### M2 wires, run 1

The bar under the picture is 20 um long.
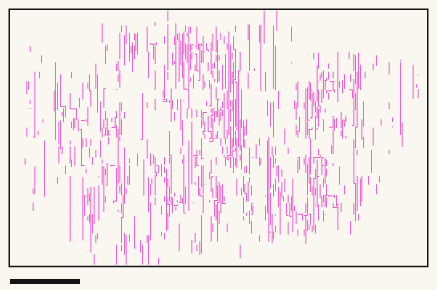
### Signal wires by layer, run 1

The bar under the picture is 20 um long. Two of the layers only.
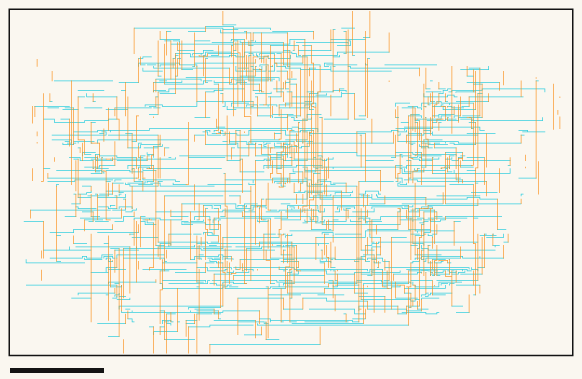
### PDN straps and rails, run 1

The bar under the picture is 20 um long. Pins as bars on the die edge.
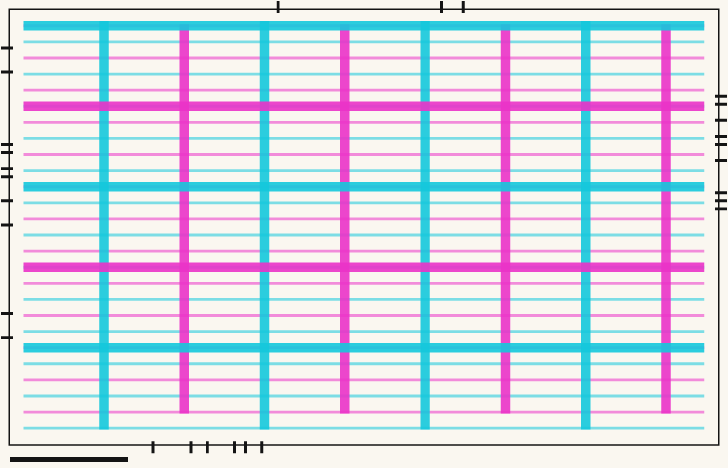
### Clock wiring as the flow saved it, run 1

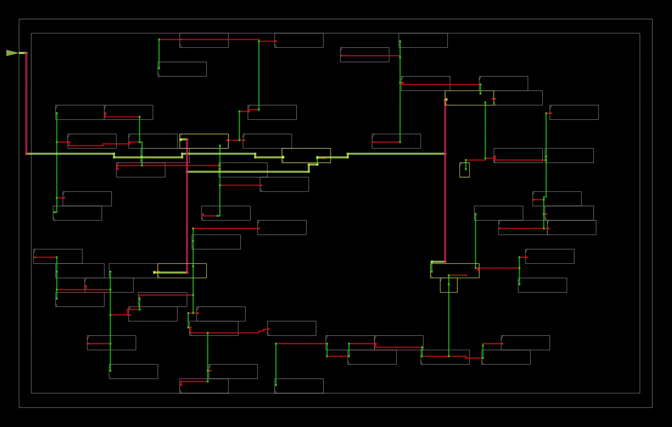
==> src/rtl/seq_pattern_monitor_pkg.sv <==
// ---------------------------------------------------------------------------
// seqmon_pkg
// Shared types for the serial sequence pattern monitor.
//   seqmon_state_t : lock FSM state encoding
//   DEFAULT_PAT_W  : default pattern/window width
// ---------------------------------------------------------------------------
package seqmon_pkg;

  typedef enum logic [1:0] {
    IDLE   = 2'd0,
    SEARCH = 2'd1,
    TRACK  = 2'd2,
    LOCKED = 2'd3
  } seqmon_state_t;

  localparam int DEFAULT_PAT_W = 4;

endpackage : seqmon_pkg

==> src/rtl/seq_pattern_monitor_if.sv <==
// ---------------------------------------------------------------------------
// seq_pattern_monitor_if
// Bundles the serial input, control and status signals of the monitor.
//   master : bit source / observer (drives bit_in, bit_valid, pat_en, pattern)
//   slave  : the monitor (drives match, match_count, interval, locked, lost)
// Optional macro SEQMON_STICKY_ERR_EN adds err_sticky (monitor -> master).
// ---------------------------------------------------------------------------
interface seq_pattern_monitor_if #(
  parameter int PAT_W = 4,
  parameter int CNT_W = 8
) ();

  logic             bit_in;
  logic             bit_valid;
  logic             pat_en;
  logic [PAT_W-1:0] pattern;
  logic             match;
  logic [CNT_W-1:0] match_count;
  logic [CNT_W-1:0] interval;
  logic             locked;
  logic             lost;
`ifdef SEQMON_STICKY_ERR_EN
  logic             err_sticky;

  modport master (
    output bit_in, bit_valid, pat_en, pattern,
    input  match, match_count, interval, locked, lost, err_sticky
  );

  modport slave (
    input  bit_in, bit_valid, pat_en, pattern,
    output match, match_count, interval, locked, lost, err_sticky
  );
`else
  modport master (
    output bit_in, bit_valid, pat_en, pattern,
    input  match, match_count, interval, locked, lost
  );

  modport slave (
    input  bit_in, bit_valid, pat_en, pattern,
    output match, match_count, interval, locked, lost
  );
`endif

endinterface : seq_pattern_monitor_if

==> src/rtl/seq_pattern_monitor_matcher.sv <==
// ---------------------------------------------------------------------------
// pattern_shift_matcher
// Serial window shift register, fill counter and pattern comparator.
//   clk, reset : clock, async active-high reset
//   en         : 0 = synchronous clear of window and fill
//   bit_in     : serial bit, shifted in when bit_valid=1
//   bit_valid  : qualifies bit_in
//   pat_q      : pattern to compare against (MSB = oldest bit)
//   hit        : combinational; the bit being sampled completes the pattern
// ---------------------------------------------------------------------------
module pattern_shift_matcher #(
  parameter int PAT_W = 4
) (
  input  logic             clk,
  input  logic             reset,
  input  logic             en,
  input  logic             bit_in,
  input  logic             bit_valid,
  input  logic [PAT_W-1:0] pat_q,
  output logic             hit
);

  localparam int FILL_W = $clog2(PAT_W + 1);
  localparam logic [FILL_W-1:0] FILL_ZERO = {FILL_W{1'b0}};
  localparam logic [FILL_W-1:0] FILL_ONE  = {{(FILL_W-1){1'b0}}, 1'b1};
  localparam logic [FILL_W-1:0] FILL_FULL = FILL_W'(PAT_W);
  localparam logic [FILL_W-1:0] FILL_HIT  = FILL_W'(PAT_W - 1);

  logic [PAT_W-1:0]  sr_r;
  logic [FILL_W-1:0] fill_r;
  logic [PAT_W-1:0]  nxt_s;

  // Window contents including the bit currently being sampled.
  assign nxt_s = {sr_r[PAT_W-2:0], bit_in};

  // The sampled bit completes the pattern once PAT_W-1 older bits are held.
  assign hit = en && bit_valid && (fill_r >= FILL_HIT) && (nxt_s == pat_q);

  // Window shift register and saturating fill counter.
  always_ff @(posedge clk or posedge reset) begin
    if (reset) begin
      sr_r   <= {PAT_W{1'b0}};
      fill_r <= FILL_ZERO;
    end else if (!en) begin
      sr_r   <= {PAT_W{1'b0}};
      fill_r <= FILL_ZERO;
    end else if (bit_valid) begin
      sr_r   <= nxt_s;
      fill_r <= (fill_r == FILL_FULL) ? FILL_FULL : fill_r + FILL_ONE;
    end else begin
      sr_r   <= sr_r;
      fill_r <= fill_r;
    end
  end

endmodule : pattern_shift_matcher

==> src/rtl/seq_pattern_monitor.sv <==
// ---------------------------------------------------------------------------
// seq_pattern_monitor
// Detects a programmable PAT_W-bit pattern in a serial stream (overlapping
// matches allowed), counts matches, measures match spacing and runs a lock
// FSM that declares the stream periodic and flags loss of lock.
//   clk    : clock, rising edge
//   reset  : asynchronous, active-high reset
//   bus    : seq_pattern_monitor_if.slave
//            in : bit_in, bit_valid, pat_en, pattern
//            out: match, match_count, interval, locked, lost
// Optional macro SEQMON_STICKY_ERR_EN adds bus.err_sticky, set whenever lost
// pulses and cleared only by reset or pat_en=0.
// ---------------------------------------------------------------------------
module seq_pattern_monitor
  import seqmon_pkg::*;
#(
  parameter int PAT_W     = DEFAULT_PAT_W,
  parameter int CNT_W     = 8,
  parameter int LOCK_HITS = 3
) (
  input  logic                 clk,
  input  logic                 reset,
  seq_pattern_monitor_if.slave bus
);

  localparam logic [CNT_W-1:0] CNT_ZERO = {CNT_W{1'b0}};
  localparam logic [CNT_W-1:0] CNT_ONE  = {{(CNT_W-1){1'b0}}, 1'b1};
  localparam logic [CNT_W-1:0] CNT_MAX  = {CNT_W{1'b1}};
  localparam logic [CNT_W-1:0] LOCK_TGT = CNT_W'(LOCK_HITS);

  seqmon_state_t    state_r, state_s;
  logic [PAT_W-1:0] pat_q_r, pat_q_s;
  logic [CNT_W-1:0] sp_cnt_r, sp_cnt_s;
  logic [CNT_W-1:0] ref_r, ref_s;
  logic [CNT_W-1:0] hits_r, hits_s, hits_new_s;
  logic [CNT_W-1:0] count_r, count_s;
  logic [CNT_W-1:0] interval_r, interval_s;
  logic [CNT_W-1:0] sp_s;
  logic             match_r, match_s;
  logic             locked_r;
  logic             lost_r, lost_s;
  logic             hit_s;

  pattern_shift_matcher #(.PAT_W(PAT_W)) u_matcher (
    .clk       (clk),
    .reset     (reset),
    .en        (bus.pat_en),
    .bit_in    (bus.bit_in),
    .bit_valid (bus.bit_valid),
    .pat_q     (pat_q_r),
    .hit       (hit_s)
  );

  // Spacing including the bit being sampled, saturating at all-ones.
  assign sp_s = (sp_cnt_r == CNT_MAX) ? CNT_MAX : sp_cnt_r + CNT_ONE;

  // Next-state, counter and output computation.
  always_comb begin
    state_s    = state_r;
    pat_q_s    = pat_q_r;
    sp_cnt_s   = sp_cnt_r;
    ref_s      = ref_r;
    hits_s     = hits_r;
    hits_new_s = hits_r;
    count_s    = count_r;
    interval_s = interval_r;
    match_s    = 1'b0;
    lost_s     = 1'b0;
    if (!bus.pat_en) begin
      // Clear takes priority over any hit on the same edge.
      state_s    = IDLE;
      sp_cnt_s   = CNT_ZERO;
      ref_s      = CNT_ZERO;
      hits_s     = CNT_ZERO;
      count_s    = CNT_ZERO;
      interval_s = CNT_ZERO;
    end else begin
      if (hit_s) begin
        match_s    = 1'b1;
        count_s    = (count_r == CNT_MAX) ? CNT_MAX : count_r + CNT_ONE;
        interval_s = sp_s;
        sp_cnt_s   = CNT_ZERO;
      end else if (bus.bit_valid) begin
        sp_cnt_s   = sp_s;
      end else begin
        sp_cnt_s   = sp_cnt_r;
      end

      case (state_r)
        IDLE: begin
          state_s = SEARCH;
          pat_q_s = bus.pattern;
        end
        SEARCH: begin
          if (hit_s) begin
            state_s = TRACK;
            hits_s  = CNT_ZERO;
          end else begin
            state_s = SEARCH;
          end
        end
        TRACK: begin
          if (hit_s) begin
            // A new spacing restarts the run; an equal one extends it.
            if ((hits_r == CNT_ZERO) || (sp_s != ref_r)) begin
              ref_s      = sp_s;
              hits_new_s = CNT_ONE;
            end else begin
              hits_new_s = hits_r + CNT_ONE;
            end
            hits_s = hits_new_s;
            if (hits_new_s == LOCK_TGT) begin
              state_s = LOCKED;
            end else begin
              state_s = TRACK;
            end
          end else begin
            state_s = TRACK;
          end
        end
        LOCKED: begin
          // Lock is lost on a mis-spaced match or on a missed expected match.
          if ((hit_s && (sp_s != ref_r)) ||
              (bus.bit_valid && !hit_s && (sp_s == ref_r))) begin
            state_s = SEARCH;
            hits_s  = CNT_ZERO;
            lost_s  = 1'b1;
          end else begin
            state_s = LOCKED;
          end
        end
        default: begin
          state_s = IDLE;
        end
      endcase
    end
  end

  // State, counters and registered outputs.
  always_ff @(posedge clk or posedge reset) begin
    if (reset) begin
      state_r    <= IDLE;
      pat_q_r    <= {PAT_W{1'b0}};
      sp_cnt_r   <= CNT_ZERO;
      ref_r      <= CNT_ZERO;
      hits_r     <= CNT_ZERO;
      count_r    <= CNT_ZERO;
      interval_r <= CNT_ZERO;
      match_r    <= 1'b0;
      locked_r   <= 1'b0;
      lost_r     <= 1'b0;
    end else begin
      state_r    <= state_s;
      pat_q_r    <= pat_q_s;
      sp_cnt_r   <= sp_cnt_s;
      ref_r      <= ref_s;
      hits_r     <= hits_s;
      count_r    <= count_s;
      interval_r <= interval_s;
      match_r    <= match_s;
      locked_r   <= (state_s == LOCKED);
      lost_r     <= lost_s;
    end
  end

  assign bus.match       = match_r;
  assign bus.match_count = count_r;
  assign bus.interval    = interval_r;
  assign bus.locked      = locked_r;
  assign bus.lost        = lost_r;

`ifdef SEQMON_STICKY_ERR_EN
  logic err_r, err_s;

  // Sticky loss-of-lock flag.
  always_comb begin
    err_s = err_r;
    if (!bus.pat_en) begin
      err_s = 1'b0;
    end else begin
      err_s = err_r | lost_s;
    end
  end

  // Sticky flag register.
  always_ff @(posedge clk or posedge reset) begin
    if (reset) begin
      err_r <= 1'b0;
    end else begin
      err_r <= err_s;
    end
  end

  assign bus.err_sticky = err_r;
`endif

endmodule : seq_pattern_monitor

==> src/flat_wrapper.sv <==
// flat-port wrapper written by rule: the top's interface ports become plain ports
module seq_pattern_monitor_flat import seqmon_pkg::*;
#(
  parameter int PAT_W     = DEFAULT_PAT_W,
  parameter int CNT_W     = 8,
  parameter int LOCK_HITS = 3
)
  (clk, reset, bus_bit_in, bus_bit_valid, bus_pat_en, bus_pattern, bus_match, bus_match_count, bus_interval, bus_locked, bus_lost);
  seq_pattern_monitor_if #(.PAT_W(PAT_W), .CNT_W(CNT_W)) bus_i ();
  input  logic clk;
  input  logic reset;
  input wire logic [$bits(bus_i.bit_in)-1:0] bus_bit_in;
  input wire logic [$bits(bus_i.bit_valid)-1:0] bus_bit_valid;
  input wire logic [$bits(bus_i.pat_en)-1:0] bus_pat_en;
  input wire logic [$bits(bus_i.pattern)-1:0] bus_pattern;
  output wire logic [$bits(bus_i.match)-1:0] bus_match;
  output wire logic [$bits(bus_i.match_count)-1:0] bus_match_count;
  output wire logic [$bits(bus_i.interval)-1:0] bus_interval;
  output wire logic [$bits(bus_i.locked)-1:0] bus_locked;
  output wire logic [$bits(bus_i.lost)-1:0] bus_lost;
  assign bus_i.bit_in = bus_bit_in;
  assign bus_i.bit_valid = bus_bit_valid;
  assign bus_i.pat_en = bus_pat_en;
  assign bus_i.pattern = bus_pattern;
  assign bus_match = bus_i.match;
  assign bus_match_count = bus_i.match_count;
  assign bus_interval = bus_i.interval;
  assign bus_locked = bus_i.locked;
  assign bus_lost = bus_i.lost;
  seq_pattern_monitor #(.PAT_W(PAT_W), .CNT_W(CNT_W), .LOCK_HITS(LOCK_HITS)) u_core (.clk(clk), .reset(reset), .bus(bus_i));
endmodule
==> config.mk <==
export PLATFORM = sky130hd
export DESIGN_NAME = seq_pattern_monitor_flat
export DESIGN_NICKNAME = d
export VERILOG_FILES = /design/src/rtl/seq_pattern_monitor_pkg.sv /design/src/rtl/seq_pattern_monitor_if.sv /design/src/rtl/seq_pattern_monitor_matcher.sv /design/src/rtl/seq_pattern_monitor.sv /design/src/flat_wrapper.sv
export SDC_FILE = /design/constraint.sdc
export NUM_CORES = 1
export LEC_CHECK = 0
export ABC_AREA = 1
export CORE_ASPECT_RATIO = 0.6
export CORE_MARGIN = 2
export CORE_UTILIZATION = 40
export DETAILED_ROUTE_END_ITERATION = 6
export PLACE_DENSITY_LB_ADDON = 0.15
export SETUP_SLACK_MARGIN = 0.02
export SLEW_MARGIN = 20
export SYNTH_ARGS = -nofsm -noshare
export SYNTH_HDL_FRONTEND = slang
export SYNTH_SLANG_ARGS = --single-unit
==> constraint.sdc <==
create_clock -name clk -period 5.6 [get_ports clk]
set_input_delay 1.68 -clock clk [delete_from_list [all_inputs] [get_ports clk]]
set_output_delay 1.68 -clock clk [all_outputs]
set_load 0.01 [all_outputs]
==> results.tsv, run 1 <==
stage	metric	value	unit
run_status	status	completed	
finish	fillcell total	748	
finish	Logic area	1511	sq um
clock_network	Setup Buffers After CTS	0	
global_route	largest net degree at the start of global routing	30	
pwr	Gate power share	9.5	%
synth	Cells after Synth	409	
finish	Non-clock buffers	29	
finish	multi-input combinational area share	40.95	%
run	MaxCap Viol Count	0	
route	M1 WL	4.077	mm
sta	FMAX	0.2542	GHz
finish	Non-clock inverters	65	
clock_network	CTS tree	done	
finish	diode count	0	
worst_setup_path	CP startpoint	bus_pat_en	
pwr	leakage	0.001715	uW
route	Via density	4.991	
sta	fin crit share	70.26	%
global_route	vias in the first global route	2460	
global_route	first-pass GRT wire length	12.23	mm
route	met3 WL	425	um
global_route	grt met1 use	27.94	%
hold_path	HP Class	register to register	
clock_network	clk buf depth	2	
sta	Tightest Pin Transition	0.5530	ns
clock_network	post-CTS resize count	0	
worst_setup_path	worst reg2reg setup slack	3.07	ns
finish	nets@finish	452	
finish	sequential share of cell area	37.29	%
worst_setup_path	slowest stage delay, CP	0.46	ns
worst_setup_path	critical path class	input pin to register	
clock_network	hold_buf cts	0	
finish	Max-area cell class	combinational gates	
global_route	grt ovf	0	
route	Detailed Route Iter0 Violations	226	
worst_setup_path	WP buf/inv	4	
route	Highest Signal Layer	met4	
run	OpenROAD warning count	28	
floorplanning	I/O pin total	28	
worst_setup_path	worst path arrival time	4.11	ns
worst_setup_path	R2R depth	17	
worst_setup_path	Worst setup EP type	register	
floorplanning	FP Rows	25	
pwr	Clk pwr share	38.2	%
pwr	sequential share of power	52.4	%
placed_design	DP Worst Slack	1.367	ns
global_route	peak-usage layer in the global routing report	met1	
floorplanning	fp_density	41.04	%
synth	YS chip area	3209	sq um
sta	relative slew slack	63.08	%
synth	mean post-synth cell area	7.847	sq um
clock_network	root buf cell	clkbuf_16	
floorplanning	# Taps	108	
finish	Non-Clock Buffer Area Fraction	7.729	%
sta	RSZ-0062 raised after global routing	no	
pwr	Sw Share	24.51	%
sta	Fin Setup TNS	0	ns
synth	register bit total from synthesis	55	
worst_setup_path	CP Max Fanout	24	
-- 'M2 wires' (at the start) --
The longest straight run is 29.9 um. 346 nets have wire on it. The wires run mostly vertical. The layer holds 38% of the routed length.
Post-Route WL: 7.357 mm
GR Util met2: 24.38%
Vias: 2715

-- 'Signal wires by layer' (at the start) --
M1: in cyan, wire length 4080 um. M2: in orange, wire length 2780 um.
Routed wire per std cell: 13.52 um
Overall Global Routing Usage: 17.93%

-- 'PDN straps and rails' (at the start) --
VDD: in magenta. VSS: in cyan.
5 straps on met5. 26 met1 rails follow the rows. 28 signal pins sit on the boundary. The core has 25 rows. 8 straps on met4.
die height: 73.39 um
die x size: 119.6 um
maximum vdd ir drop: 0.1284 mV

-- 'Clock wiring as the flow saved it' (at the start) --
Worst Skew: 0.006490 ns
CTS buffer count: 5

run 1: cell usage after synthesis, drive strengths merged:
master,number,area [sq um]
nor3,7,50.05
mux2,2,22.52
and3,1,6.260
clkbuf,3,11.26
o21ai,49,275.3
o21bai,1,7.510
nand3,45,235.2
xor2,8,70.07
xnor2,1,8.760
or2,2,12.51
clkinv,1,3.750
a21oi,7,38.79
buf,6,66.31
nand3b,3,22.52
nor2,33,141.4
nand2,89,361.6
a211oi,2,20.02
nand4,10,68.81
o22ai,12,75.07
o211ai,1,7.510
inv,64,240.2
ha,7,87.58
dfrtp,55,1376
run 1: logic make-up after synthesis:
group	count (synthesis)	synth area share (%)
AOI/OAI and AO/OA	72	13.22
xor gates and xnor gates	9	2.456
muxes	2	0.7017
DFF	55	42.88
and+or+nand+nor	190	27.99
adders and majority gates	7	2.729
buffers and inverters	74	10.02
run 1: cells in the final DEF, fill, tap and decap left out:
cell,count
a211oi_1,1
a211oi_2,1
a21oi_1,6
a21oi_2,1
and3_1,1
buf_4,2
clkbuf_16,5
clkdlybuf4s50_1,27
clkinv_1,1
clkinv_2,1
clkinv_4,1
dfrtp_1,55
ha_1,7
inv_1,59
inv_2,5
mux2_2,2
nand2_1,82
nand2_2,5
nand2_4,2
nand3_1,43
nand3_2,2
nand3b_1,3
nand4_1,9
nand4_2,1
nor2_1,28
nor2_2,4
nor2_4,1
nor3_1,4
nor3_2,3
o211ai_1,1
o21ai_0,36
o21ai_1,5
o21ai_2,8
o21bai_1,1
o22ai_1,12
or2_2,2
xnor2_1,1
xor2_1,8
run 1: stage by stage:
step	cell area [sq um]	utilization [%]	instances	power [uW]
floorplan	3209	-	409	474.6
global placement	3552	45.42	537	496.0
detailed placement	3552	45.42	537	497.0
CTS	3691	47.20	544	806.0
global route	3691	47.20	544	831.7
finish	3691	47.20	544	790.5
### Signal wires on met3, run 1

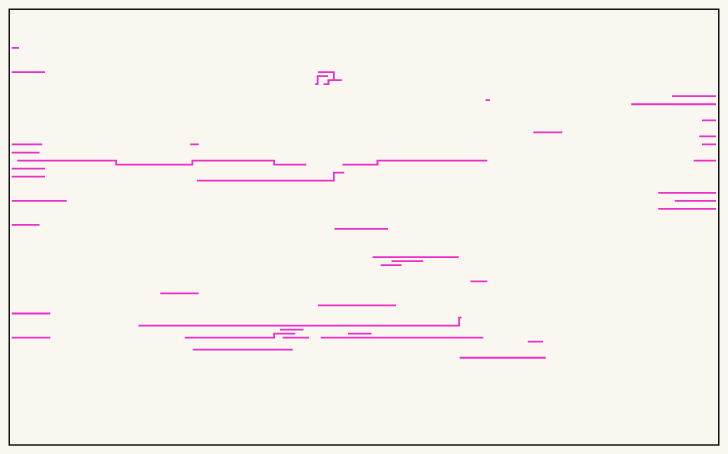

--- run 2 (diff from run 1) ---
- clock period: 5.6 -> 3.6 ns (I/O delays scaled with it)
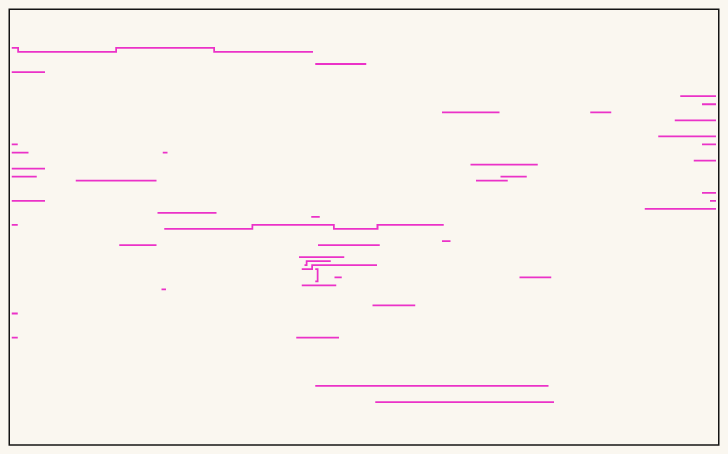
*Signal wires on met3, run 2*
The layer carries 376 um of wire. The longest straight run is 39.1 um. The wires run mostly horizontal. 38 nets have wire on it.

==> run 2 against run 1 <==
  * Combinational power up 61%
  * Wire length is 4.3% higher
  * Critical path depth stayed put
  * Via count fell by 0.11%
  * Largest power group unchanged
  * Clock skew shrank 0.0019 ns
==> results.tsv, run 2 <==
stage	metric	value	unit
run_status	status	completed	
sta	Tightest Pin Transition	0.5939	ns
run	OpenROAD warning count	28	
synth	Post-synth EDFFs	0	
synth	MUX area fraction	0.7018	%
worst_setup_path	critical path class	input pin to register	
floorplanning	Die ar.	8780	sq um
synth	AND-OR/OR-AND share of the synthesized area	13.22	%
pwr	leakage	0.001742	uW
finish	diode count	0	
floorplanning	die height	73.39	um
global_route	vias in the first global route	2502	
pwr	Gate power share	9.3	%
clock_network	Clock Sinks	55	
finish	Top Layout Cells	82 x nand2_1, 59 x inv_1, 55 x dfrtp_1	
worst_setup_path	worst path arrival time	3.17	ns
sta	Worst Skew	0.004553	ns
route	Detailed Route Iter0 Violations	204	
synth	YS chip area	3209	sq um
synth	top cells by area	dfrtp_1 43%, nand2_1 9.6%, inv_1 7.0%	
synth	mean post-synth cell area	7.847	sq um
sta	FMAX	0.3350	GHz
finish	most instantiated logic cell after routing	nand2_1	
sta	Fin Setup TNS	0	ns
sta	worst setup slack after layout	0.6151	ns
worst_setup_path	slowest stage delay, CP	0.49	ns
sta	RSZ-0062 raised after global routing	no	
synth	asr flop ratio synth	100.0	%
floorplanning	I/O pin total	28	
route	Vias	2712	
worst_setup_path	CP Max Fanout	16	
route	Via density	4.958	
route	Routed wire per std cell	14.02	um
floorplanning	fp_density	41.04	%
global_route	Overall Global Routing Usage	18.97	%
global_route	GR Util met2	24.57	%
synth	adder share	2.729	%
placed_design	placed insts	540	
clock_network	root buf cell	clkbuf_16	
floorplanning	FP Rows	25	
placed_design	Area after DPL	3587	sq um
synth	Cells after Synth	409	
global_route	grt met1 use	31.04	%
run	MaxCap Viol Count	0	
finish	final core utilization	47.90	%
clock_network	post-CTS resize count	0	
synth	Simple-Gate Area Share	27.99	%
pwr	sequential share of power	49.3	%
clock_network	CTS tree	done	
placed_design	PortBufs	27	
worst_setup_path	WP buf/inv	4	
synth	Main logic family	simple AND/OR/NAND/NOR gates	
synth	Post-synth top cells	82 x nand2_1, 60 x inv_1, 55 x dfrtp_1	
clock_network	clk buf depth	2	
global_route	largest net degree at the start of global routing	31	
synth	yosys xor share	2.456	%
global_route	first-pass GRT wire length	12.91	mm
worst_setup_path	worst reg2reg setup slack	1.02	ns
finish	fillcell total	779	
clock_network	Setup Buffers After CTS	0	
route	antenna viol nets, final	0	
hold_path	HP Class	register to register	
global_route	peak-usage layer in the global routing report	met1	
pwr	Clk pwr share	41.5	%
worst_setup_path	Worst setup EP type	register	
route	Residual DRC	0	
pwr	maximum vdd ir drop	0.2097	mV
finish	Non-Filler Instances	547	
worst_setup_path	R2R depth	14	
finish	nets@finish	455	
worst_setup_path	CP startpoint	bus_pat_en	
synth	share of the synthesized area in the top cell type	42.88	%
floorplanning	die x size	119.6	um
clock_network	hold_buf cts	0	
route	Post-Route WL	7.671	mm
synth	Main synth FF type	dfrtp_1	
synth	top-count cell post-synth	nand2_1	
sta	fin crit share	82.91	%
worst_setup_path	kind of start point of the critical path	input pin	
pwr	Tot Pwr	1307	uW
synth	post-synth top area cell	dfrtp_1	
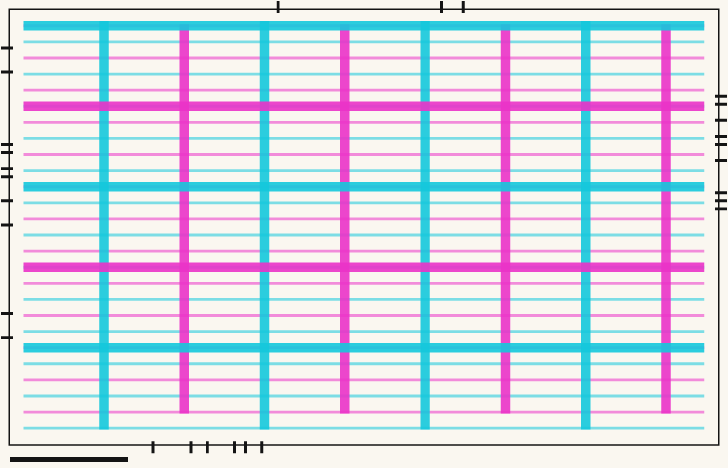
*PDN straps and rails, run 2*
The bar under the picture is 20 um long. Pins as bars on the die edge.
VDD: in magenta. VSS: in cyan.
5 straps on met5. 26 met1 rails follow the rows.

## run 2: area by class of cell
| class | instances | area (sq um) | area share [%] |
|---|---|---|---|
| repair buffers | 32 | 320.3 | 8.550 |
| inverters | 65 | 244.0 | 6.513 |
| clock inverters | 1 | 30.03 | 0.8016 |
| flip-flops and latches | 55 | 1376 | 36.74 |
| multi-input cells | 280 | 1511 | 40.35 |
| clock buffers | 6 | 128.9 | 3.440 |
| well taps | 108 | 135.1 | 3.607 |
## run 2: routing by layer
| metal | vias up | share of wire [%] |
|---|---|---|
| li1 | 1399 | - |
| met1 | 1237 | 58 |
| met2 | 68 | 36 |
| met3 | 8 | 4.9 |
| met4 | 0 | 0.94 |
| met5 | - | 0 |
## run 2: logic make-up after synthesis
logic type                 after synthesis
buffers and inverters                   74
AOI/OAI and AO/OA                       72
and+or+nand+nor                        190
xor gates and xnor gates                 9
DFF                                     55
adders and majority gates                7
muxes                                    2
## run 2: power by group through the flow
stage          clock network [uW]  logic [uW]  registers, uW
2_1_floorplan                   0        84.1            654
6_report                      542         121            644
3_3_place_gp                    0         121            655
4_1_cts                       553         122            644
5_1_grt                       577         139            646
3_5_place_dp                    0         122            656
## run 2: worst min path at each step
stage	endpoint	startpoint	slack (ns)	cells after the start
floorplan	u_core.ref_r[2]	u_core.ref_r[2]	0.49	2
detailed placement	u_core.bus.interval[0]	u_core.bus.interval[0]	0.48	2
global placement	u_core.bus.interval[0]	u_core.bus.interval[0]	0.47	2
global route	u_core.bus.interval[5]	u_core.bus.interval[5]	0.54	2
CTS	u_core.bus.interval[0]	u_core.bus.interval[0]	0.49	2
finish	u_core.bus.interval[0]	u_core.bus.interval[0]	0.49	2
Power figures rest on the tool's default switching activity, not on a simulated workload.
